`src/rtl/key_gen_pkg.sv`:
```
// key_gen_pkg: shared state encoding, released level and counter sizing for the key press generator.
package key_gen_pkg;
  typedef enum logic [2:0] {IDLE, BNC_DN, HOLD, BNC_UP, GAP} key_state_e;
  localparam logic KEY_RELEASED = 1'b1;
  function automatic int cnt_width(input int hold, input int gap, input int bounce);
    int m;
    m = (hold > gap) ? hold : gap;
    m = (m > bounce) ? m : bounce;
    return $clog2(m + 1);
  endfunction
endpackage

```
`src/rtl/key_press_chan.sv`:
```
// key_press_chan: one emulated push-button channel with bounce, hold, gap and a 1-deep pending slot.
module key_press_chan
  import key_gen_pkg::*;
#(
  parameter int HOLD_CYCLES    = 1000000,
  parameter int GAP_CYCLES     = 500000,
  parameter int BOUNCE_CYCLES  = 5000,
  parameter int BOUNCE_TOGGLES = 0
) (
  input  logic clk,
  input  logic rst_n,
  input  logic i_req,
  output logic o_key_n,
  output logic o_busy,
  output logic o_drop
);
  localparam int CW = cnt_width(HOLD_CYCLES, GAP_CYCLES, BOUNCE_CYCLES);
  localparam int PW = (BOUNCE_TOGGLES == 0) ? 1 : $clog2(2 * BOUNCE_TOGGLES + 1);
  localparam bit HAS_BNC = BOUNCE_TOGGLES > 0;
  localparam logic [CW-1:0] HOLD_LD = CW'(HOLD_CYCLES - 1);
  localparam logic [CW-1:0] GAP_LD = CW'(GAP_CYCLES - 1);
  localparam logic [CW-1:0] BNC_LD = CW'(BOUNCE_CYCLES - 1);
  localparam logic [PW-1:0] PH_LAST = PW'(HAS_BNC ? 2 * BOUNCE_TOGGLES - 1 : 0);
  // With clean edges the bounce states are bypassed entirely.
  localparam key_state_e S_PRESS = HAS_BNC ? BNC_DN : HOLD;
  localparam key_state_e S_REL = HAS_BNC ? BNC_UP : GAP;
  localparam logic [CW-1:0] PRESS_LD = HAS_BNC ? BNC_LD : HOLD_LD;
  localparam logic [CW-1:0] REL_LD = HAS_BNC ? BNC_LD : GAP_LD;

  key_state_e r_state, w_state;
  logic [CW-1:0] r_cnt, w_cnt;
  logic [PW-1:0] r_phase, w_phase;
  logic r_pend, w_pend, r_key_n, w_key_n, r_busy, r_drop, w_drop;
  logic w_last, w_gap_end, w_active;

  always_ff @(posedge clk or negedge rst_n)
    if (!rst_n) begin
      r_state <= IDLE;
      r_cnt   <= '0;
      r_phase <= '0;
      r_pend  <= 1'b0;
      r_key_n <= KEY_RELEASED;
      r_busy  <= 1'b0;
      r_drop  <= 1'b0;
    end else begin
      r_state <= w_state;
      r_cnt   <= w_cnt;
      r_phase <= w_phase;
      r_pend  <= w_pend;
      r_key_n <= w_key_n;
      r_busy  <= w_state != IDLE;
      r_drop  <= w_drop;
    end

  always_comb begin
    w_state   = r_state;
    w_cnt     = r_cnt;
    w_phase   = r_phase;
    w_key_n   = r_key_n;
    w_last    = r_cnt == '0;
    w_active  = r_state != IDLE;
    w_gap_end = (r_state == GAP) && w_last;
    case (r_state)
      IDLE:
        if (i_req) begin
          w_state = S_PRESS;
          w_cnt   = PRESS_LD;
          w_phase = '0;
          w_key_n = ~KEY_RELEASED;
        end
      BNC_DN:
        if (!w_last) w_cnt = r_cnt - 1'b1;
        else if (r_phase == PH_LAST) begin
          w_state = HOLD;
          w_cnt   = HOLD_LD;
          w_key_n = ~KEY_RELEASED;
        end else begin
          w_phase = r_phase + 1'b1;
          w_cnt   = BNC_LD;
          w_key_n = ~r_phase[0];
        end
      HOLD:
        if (!w_last) w_cnt = r_cnt - 1'b1;
        else begin
          w_state = S_REL;
          w_cnt   = REL_LD;
          w_phase = '0;
          w_key_n = KEY_RELEASED;
        end
      BNC_UP:
        if (!w_last) w_cnt = r_cnt - 1'b1;
        else if (r_phase == PH_LAST) begin
          w_state = GAP;
          w_cnt   = GAP_LD;
          w_key_n = KEY_RELEASED;
        end else begin
          w_phase = r_phase + 1'b1;
          w_cnt   = BNC_LD;
          w_key_n = r_phase[0];
        end
      GAP:
        if (!w_last) w_cnt = r_cnt - 1'b1;
        else if (r_pend || i_req) begin
          w_state = S_PRESS;
          w_cnt   = PRESS_LD;
          w_phase = '0;
          w_key_n = ~KEY_RELEASED;
        end else w_state = IDLE;
      default: begin
        w_state = IDLE;
        w_key_n = KEY_RELEASED;
      end
    endcase
    // At gap end the slot is consumed; a request arriving that same cycle refills it.
    w_pend = w_gap_end ? (r_pend & i_req) : (r_pend | (i_req & w_active));
    w_drop = i_req & r_pend & w_active & ~w_gap_end;
  end

  assign o_key_n = r_key_n;
  assign o_busy  = r_busy;
  assign o_drop  = r_drop;
endmodule

```
`src/rtl/key_press_gen.sv`:
```
// key_press_gen: N independent emulated push-button channels driven by single-cycle press requests.
module key_press_gen
  import key_gen_pkg::*;
#(
  parameter int N_KEYS         = 4,
  parameter int HOLD_CYCLES    = 1000000,
  parameter int GAP_CYCLES     = 500000,
  parameter int BOUNCE_CYCLES  = 5000,
  parameter int BOUNCE_TOGGLES = 0
) (
  input  logic              clk,
  input  logic              rst_n,
  input  logic [N_KEYS-1:0] req,
  output logic [N_KEYS-1:0] key_n,
  output logic [N_KEYS-1:0] busy,
  output logic [N_KEYS-1:0] drop
);
  if (HOLD_CYCLES < 1) begin : g_bad_hold
    $error("key_press_gen: HOLD_CYCLES must be >= 1");
  end
  if (GAP_CYCLES < 1) begin : g_bad_gap
    $error("key_press_gen: GAP_CYCLES must be >= 1");
  end
  if (BOUNCE_CYCLES < 1) begin : g_bad_bounce
    $error("key_press_gen: BOUNCE_CYCLES must be >= 1");
  end

  for (genvar i = 0; i < N_KEYS; i++) begin : g_chan
    key_press_chan #(
      .HOLD_CYCLES   (HOLD_CYCLES),
      .GAP_CYCLES    (GAP_CYCLES),
      .BOUNCE_CYCLES (BOUNCE_CYCLES),
      .BOUNCE_TOGGLES(BOUNCE_TOGGLES)
    ) u_chan (
      .clk    (clk),
      .rst_n  (rst_n),
      .i_req  (req[i]),
      .o_key_n(key_n[i]),
      .o_busy (busy[i]),
      .o_drop (drop[i])
    );
  end
endmodule

```
`config.mk`:
```
export PLATFORM = sky130hd
export DESIGN_NAME = key_press_gen
export DESIGN_NICKNAME = d
export VERILOG_FILES = /design/src/rtl/key_gen_pkg.sv /design/src/rtl/key_press_chan.sv /design/src/rtl/key_press_gen.sv
export SDC_FILE = /design/constraint.sdc
export NUM_CORES = 1
export LEC_CHECK = 0
export ABC_AREA = 1
export CORE_ASPECT_RATIO = 0.8
export CORE_MARGIN = 10
export CORE_UTILIZATION = 40
export DETAILED_ROUTE_END_ITERATION = 8
export GPL_ROUTABILITY_DRIVEN = 0
export GPL_TIMING_DRIVEN = 1
export PLACE_DENSITY = 0.62
export SYNTH_ARGS = -nofsm -noshare
export SYNTH_HDL_FRONTEND = slang
export SYNTH_SLANG_ARGS = --single-unit
```
`constraint.sdc`:
```
create_clock -name clk -period 2 [get_ports clk]
set_input_delay 0.3 -clock clk [delete_from_list [all_inputs] [get_ports clk]]
set_output_delay 0.3 -clock clk [all_outputs]
set_load 0.05 [all_outputs]
```
==> Changelog: implementation, run 1 <==
## Flow update

* Ratio of cells with drive above 1 in the final layout at 13.2%
* Tcrit/Tclk final at about nine tenths
* RSZ-0062 raised after global routing: no
* Count of library flops with an enable pin at 0
* Biggest regs: g_chan.u_chan.r_cnt (80), g_chan.u_chan.r_state (12)
* Critical Path AT at around 1.5 ns
* NonClk Buf Share at 4.31%
* Critical Path Stages at 1
* Outcome: finished clean
* Max reg flops at roughly 80
* Postcts setup bufs at 0
* CP max-delay cell: clkdlybuf4s50_1
* Top Metal Used: met4
* Inverters at roughly 150
* Cell family with most CP delay: buffers and inverters
* Slew Viols, Final at 0
* Lkg Pwr at ~4 nW
* # H-tree levels at 3
* Logic Gate Count at between 700 and 800
* GR Util met1 at between 20% and 30%
* Cells after DPL at 1284
* Max stage delay on crit path at 0.81 ns
* Reg2reg end: g_chan[3].u_chan.r_cnt[1]
run 1: where the power goes:
part,internal (mW),switching (mW),leakage (nW)
clock,1.04,0.879,0.152
combinational,0.0276,0.0707,2.63
sequential,2.19,0.000937,1.23
run 1: cell families after synthesis:
kind of cell | Yosys count | share of synthesized area [%]
AND-OR/OR-AND | 100 | 7.76
XOR/XNOR | 31 | 3.70
adder cells (fa/ha/maj) | 4 | 0.682
buffers and inverters | 165 | 9.72
flip-flops | 108 | 36.9
AND/OR/NAND/NOR | 630 | 41.2
run 1: metrics by stage:
stage,setup slack (ns),cell area (sq um),power (mW)
finish,0.172,8130,4.21
global route,0.00817,8130,4.37
CTS,0.0568,8110,4.27
detailed placement,0.0670,7790,2.33
global placement,0.119,7790,2.33
floorplan,0.419,7340,2.26
run_1/floorplan.png
Scale bar: 50 um. Pins as bars on the die edge. Tap cells in grey.
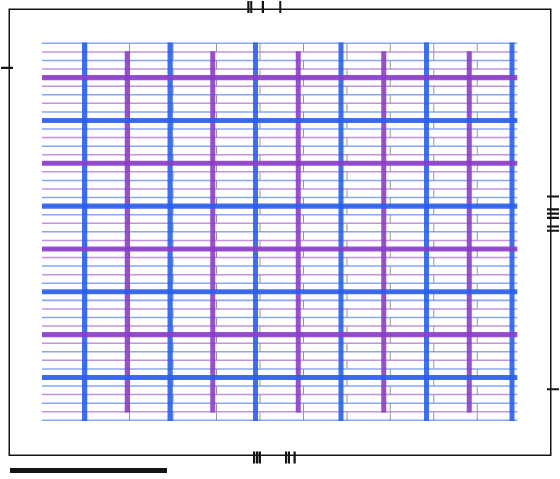
Purple stands for VDD. Blue stands for VSS.
18 signal pins sit on the boundary. 8 straps on met5. 11 straps on met4. 45 met1 rails follow the rows. 230 tap cells.

run_1/class_map.png
Scale bar: 50 um.
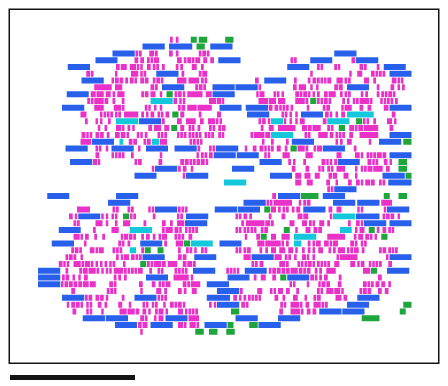
Cyan stands for clock drivers and dummy loads, cells 16, share of their area 4.0%. Blue stands for registers, cells 108, share of their area 35%. Magenta stands for remaining logic cells, cells 910, share of their area 57%. Green stands for remaining buffers and delay cells, cells 39, share of their area 4.5%.
fin util: 45.0%
register share of the cell area: 33.3%
cell area after layout: 0.00813 sq mm
core area: 0.0181 sq mm
Core Rows: 44

run_1/clock_wires.png
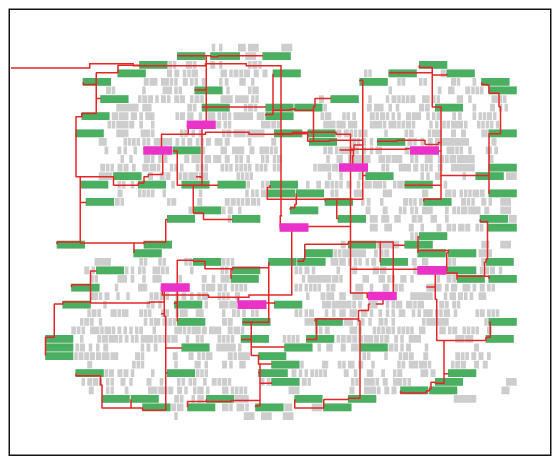
Magenta stands for clock-net drivers, count 9. Green stands for flip-flops, count 108. Red stands for clock wires, length 1710 um.
Position of the flops: spread over the die.
Clock net power: 1.92 mW
clock power share: 45.7%
Final Skew: 0.00664 ns
Latency at later pin: 0.36 ns

==> run 1 -> run 2 <==
--- a/config.mk
+++ b/config.mk
@@ -7,7 +7,6 @@
 export LEC_CHECK = 0
 export ABC_AREA = 1
 export CORE_ASPECT_RATIO = 0.8
-export CORE_MARGIN = 10
 export CORE_UTILIZATION = 40
 export DETAILED_ROUTE_END_ITERATION = 8
 export GPL_ROUTABILITY_DRIVEN = 0
run_2/class_map.png
Scale bar: 50 um.
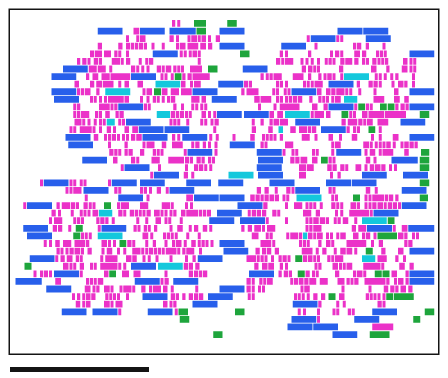
Blue stands for registers, cells 108, share of their area 34%. Cyan stands for clock drivers and dummy loads, cells 16, share of their area 3.8%. Green stands for remaining buffers and delay cells, cells 43, share of their area 5.1%. Magenta stands for remaining logic cells, cells 910, share of their area 57%.
fin util: 46.2%
Core Rows: 43
cell area after layout: 0.00816 sq mm
core area: 0.0176 sq mm
register share of the cell area: 33.2%

==> Changelog: implementation, run 2 <==
## Flow update

* Outcome: finished clean
* Area fraction in mux cells at 0% (unchanged)
* Max reg flops at 80 (unchanged)
* Biggest regs: g_chan.u_chan.r_cnt (80), g_chan.u_chan.r_state (12)
* Clock net power at 1.83 mW (-5%)
* Tcrit/Tclk final at 91.8% (+0.41 points)
* Lkg Pwr at 4.06 nW (+1.1%)
* Cell family with most CP delay: simple AND/OR/NAND/NOR gates
* Latency at later pin at 0.36 ns (about the same)
* Post-Synth Simple-Gate Area at 41.2% (unchanged)
* CP max-delay cell: dfrtp_1
* Clock power share at 44.4% (-1.3 points)
* Critical Path AT at 2.08 ns (+0.55 ns)
* Post-Synth AOI/OAI Area at 7.76% (unchanged)
* Ratio of cells with drive above 1 in the final layout at 13.2% (-0.049 points)
* Count of library flops with an enable pin at 0 (unchanged)
* Top Consumer: registers
* Comb power at 99.3 uW (+0.9%)
* Postcts setup bufs at 0 (unchanged)
* Slew Viols, Final at 0 (unchanged)
* # H-tree levels at 3 (unchanged)
* Sw power at 920 uW (-3.2%)
* Seq pwr share at 53.2% (+1.2 points)
* Top Metal Used: met4
* Main kind of combinational logic by area: simple AND/OR/NAND/NOR gates
* RSZ-0062 raised after global routing: no
* Logic pwr share at 2.4% (about the same)
* Max stage delay on crit path at 0.40 ns (-0.41 ns)
* Final Skew at 0.00903 ns (+0.00239 ns)
* Internal power at 3.20 mW (-1.9%)
run_2/clock_wires.png
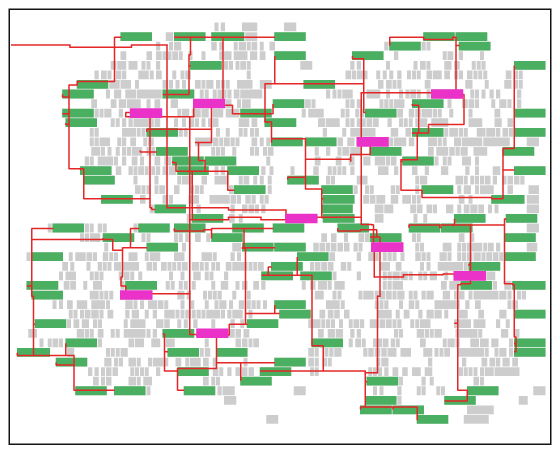
Green stands for flip-flops, count 108. Red stands for clock wires, length 1640 um. Magenta stands for clock-net drivers, count 9.
Position of the flops: spread over the die. There are 10 routed clock nets.

run 2: cell counts after synthesis:
No cell type changed its count.
run 2: per-stage QoR:
step | instances | area (sq um) | setup slack (ns) | power [mW]
after floorplan | 1038 | 7340 | 0.419 | 2.26
after global placement | 1285 | 7850 | 0.0897 | 2.33
after detailed placement | 1285 | 7850 | 0.0342 | 2.33
after CTS | 1302 | 8150 | 0.000477 | 4.19
after global routing | 1302 | 8160 | 0.00206 | 4.26
final | 1302 | 8160 | 0.164 | 4.12
run 2: cell type report:
type / instances / area share, %
multi-input cells: 765 / 48.0
flip-flops and latches: 108 / 33.2
inverters: 145 / 6.74
repair buffers: 43 / 4.91
well taps: 225 / 3.45
clock buffers: 13 / 3.44
clock inverters: 3 / 0.230
==> run 2 -> run 3 <==
--- a/config.mk
+++ b/config.mk
@@ -7,10 +7,11 @@
 export LEC_CHECK = 0
 export ABC_AREA = 1
 export CORE_ASPECT_RATIO = 0.8
+export CORE_MARGIN = 2
 export CORE_UTILIZATION = 40
+export CTS_CLUSTER_DIAMETER = 200
 export DETAILED_ROUTE_END_ITERATION = 8
 export GPL_ROUTABILITY_DRIVEN = 0
-export GPL_TIMING_DRIVEN = 1
 export PLACE_DENSITY = 0.62
 export SYNTH_ARGS = -nofsm -noshare
 export SYNTH_HDL_FRONTEND = slang
run_3/floorplan.png
Scale bar: 50 um. Pins as bars on the die edge. Tap cells in grey.
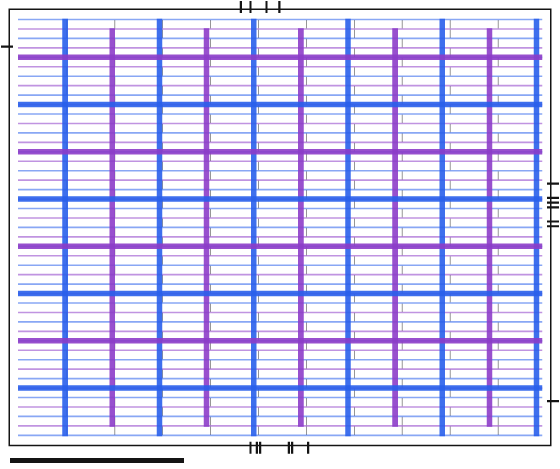
Purple stands for VDD. Blue stands for VSS.
11 straps on met4. 230 tap cells.
maximum VDD drop: 0.411 mV
Die X: 155 um
core area: 0.0181 sq mm

==> Changelog: implementation, run 3 <==
## Flow update

* Post-Synth Simple-Gate Area at 41.2% (unchanged)
* Number of standard cells in the final layout excluding fillers at 1301 (-0.077%)
* Design Power at 4.27 mW (+3.8%)
* # H-tree levels at 3 (unchanged)
* Post-Synth AOI/OAI Area at 7.76% (unchanged)
* Tcrit/Tclk final at 93.1% (+1.3 points)
* Fin util at 45.0% (-1.2 points)
* Core Rows at 44 (+2.3%)
* Metal3 WL at slightly above 700 um
* # DRC at 0
* Fillers at ~1800
* Max reg flops at 80 (unchanged)
* Area fraction in mux cells at 0% (unchanged)
* Placed cell area at 0.00781 sq mm (-0.49%)
* Lkg Pwr at 4.02 nW (-1.0%)
* Final Skew at 0.00884 ns (-0.000186 ns)
* Latency at later pin at 0.36 ns (about the same)
* Outcome: finished clean
* Mapped Nets at 1048
* Count of library flops with an enable pin at 0 (unchanged)
* Biggest regs: g_chan.u_chan.r_cnt (80), g_chan.u_chan.r_state (12)
* Ratio of cells with drive above 1 in the final layout at 12.5% (-0.67 points)
* Cells after DPL at 1284 (-0.078%)
* Cell area after layout at 0.00813 sq mm (-0.28%)
* CP max-delay cell: dfrtp_1
* Cell family with most CP delay: simple AND/OR/NAND/NOR gates
* Slew Viols, Final at 0 (unchanged)
* Main kind of combinational logic by area: simple AND/OR/NAND/NOR gates
* Postcts setup bufs at 0 (unchanged)
* Top Metal Used: met4
* Most flops, register: g_chan.u_chan.r_cnt
* Total grt overflow at 0
run_3/clock_wires.png
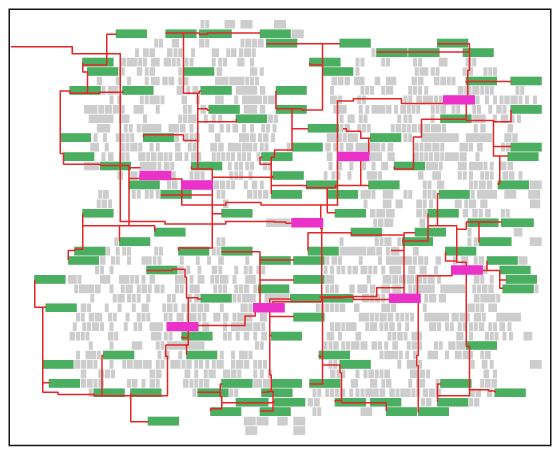
Red stands for clock wires, length 1700 um. Magenta stands for clock-net drivers, count 9. Green stands for flip-flops, count 108.
Position of the flops: spread over the die.

-- run 3: cell types whose count changed in the layout (fill, tap and decap cells not counted) --
cell / before / now
buf_4: 24 / 18
clkbuf_8: 4 / 1
bufinv_16: 0 / 2
clkbuf_1: 0 / 2
clkinv_2: 2 / 1
clkinv_4: 1 / 0
clkinvlp_4: 0 / 1
dlygate4sd2_1: 2 / 3
dlymetal6s2s_1: 1 / 0
-- run 3: final cells by class --
type / count / share of cell area (%)
clock inverters: 4 / 0.892
clock buffers: 12 / 3.03
well taps: 230 / 3.54
inverters: 145 / 6.75
flip-flops and latches: 108 / 33.3
multi-input cells: 765 / 48.2
repair buffers: 37 / 4.32
-- run 3: power breakdown --
group	switching [mW]	internal, mW	leakage, nW
Sequential	0.00102	2.19	1.23
Combinational	0.0708	0.0288	2.64
Clock	0.853	1.13	0.153

==> gallery <==
Routing congestion.
Plate I
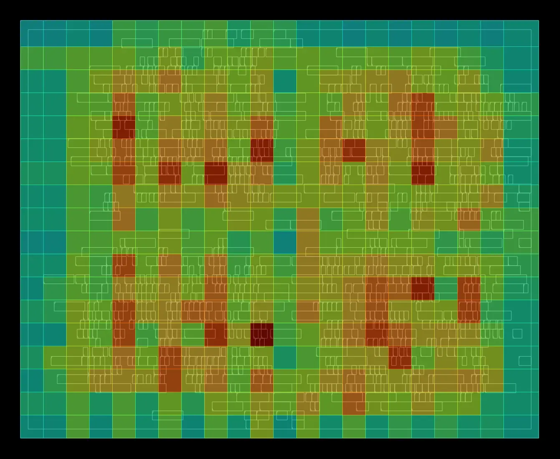
Plate II
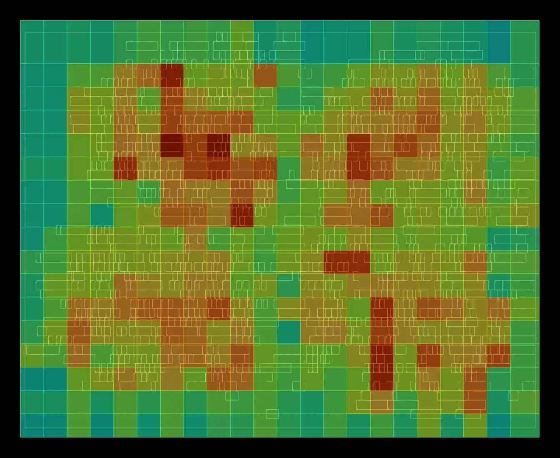
Plate III
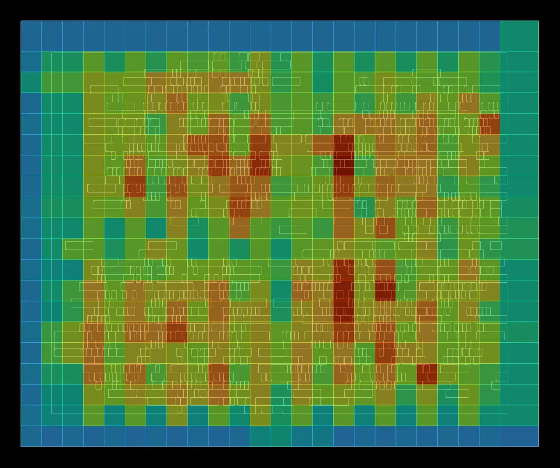
- Plate II = run 2
- Plate III = run 1
- Plate I = run 3
- lowest track usage: Plate III

Power figures rest on the tool's default switching activity, not on a simulated workload.
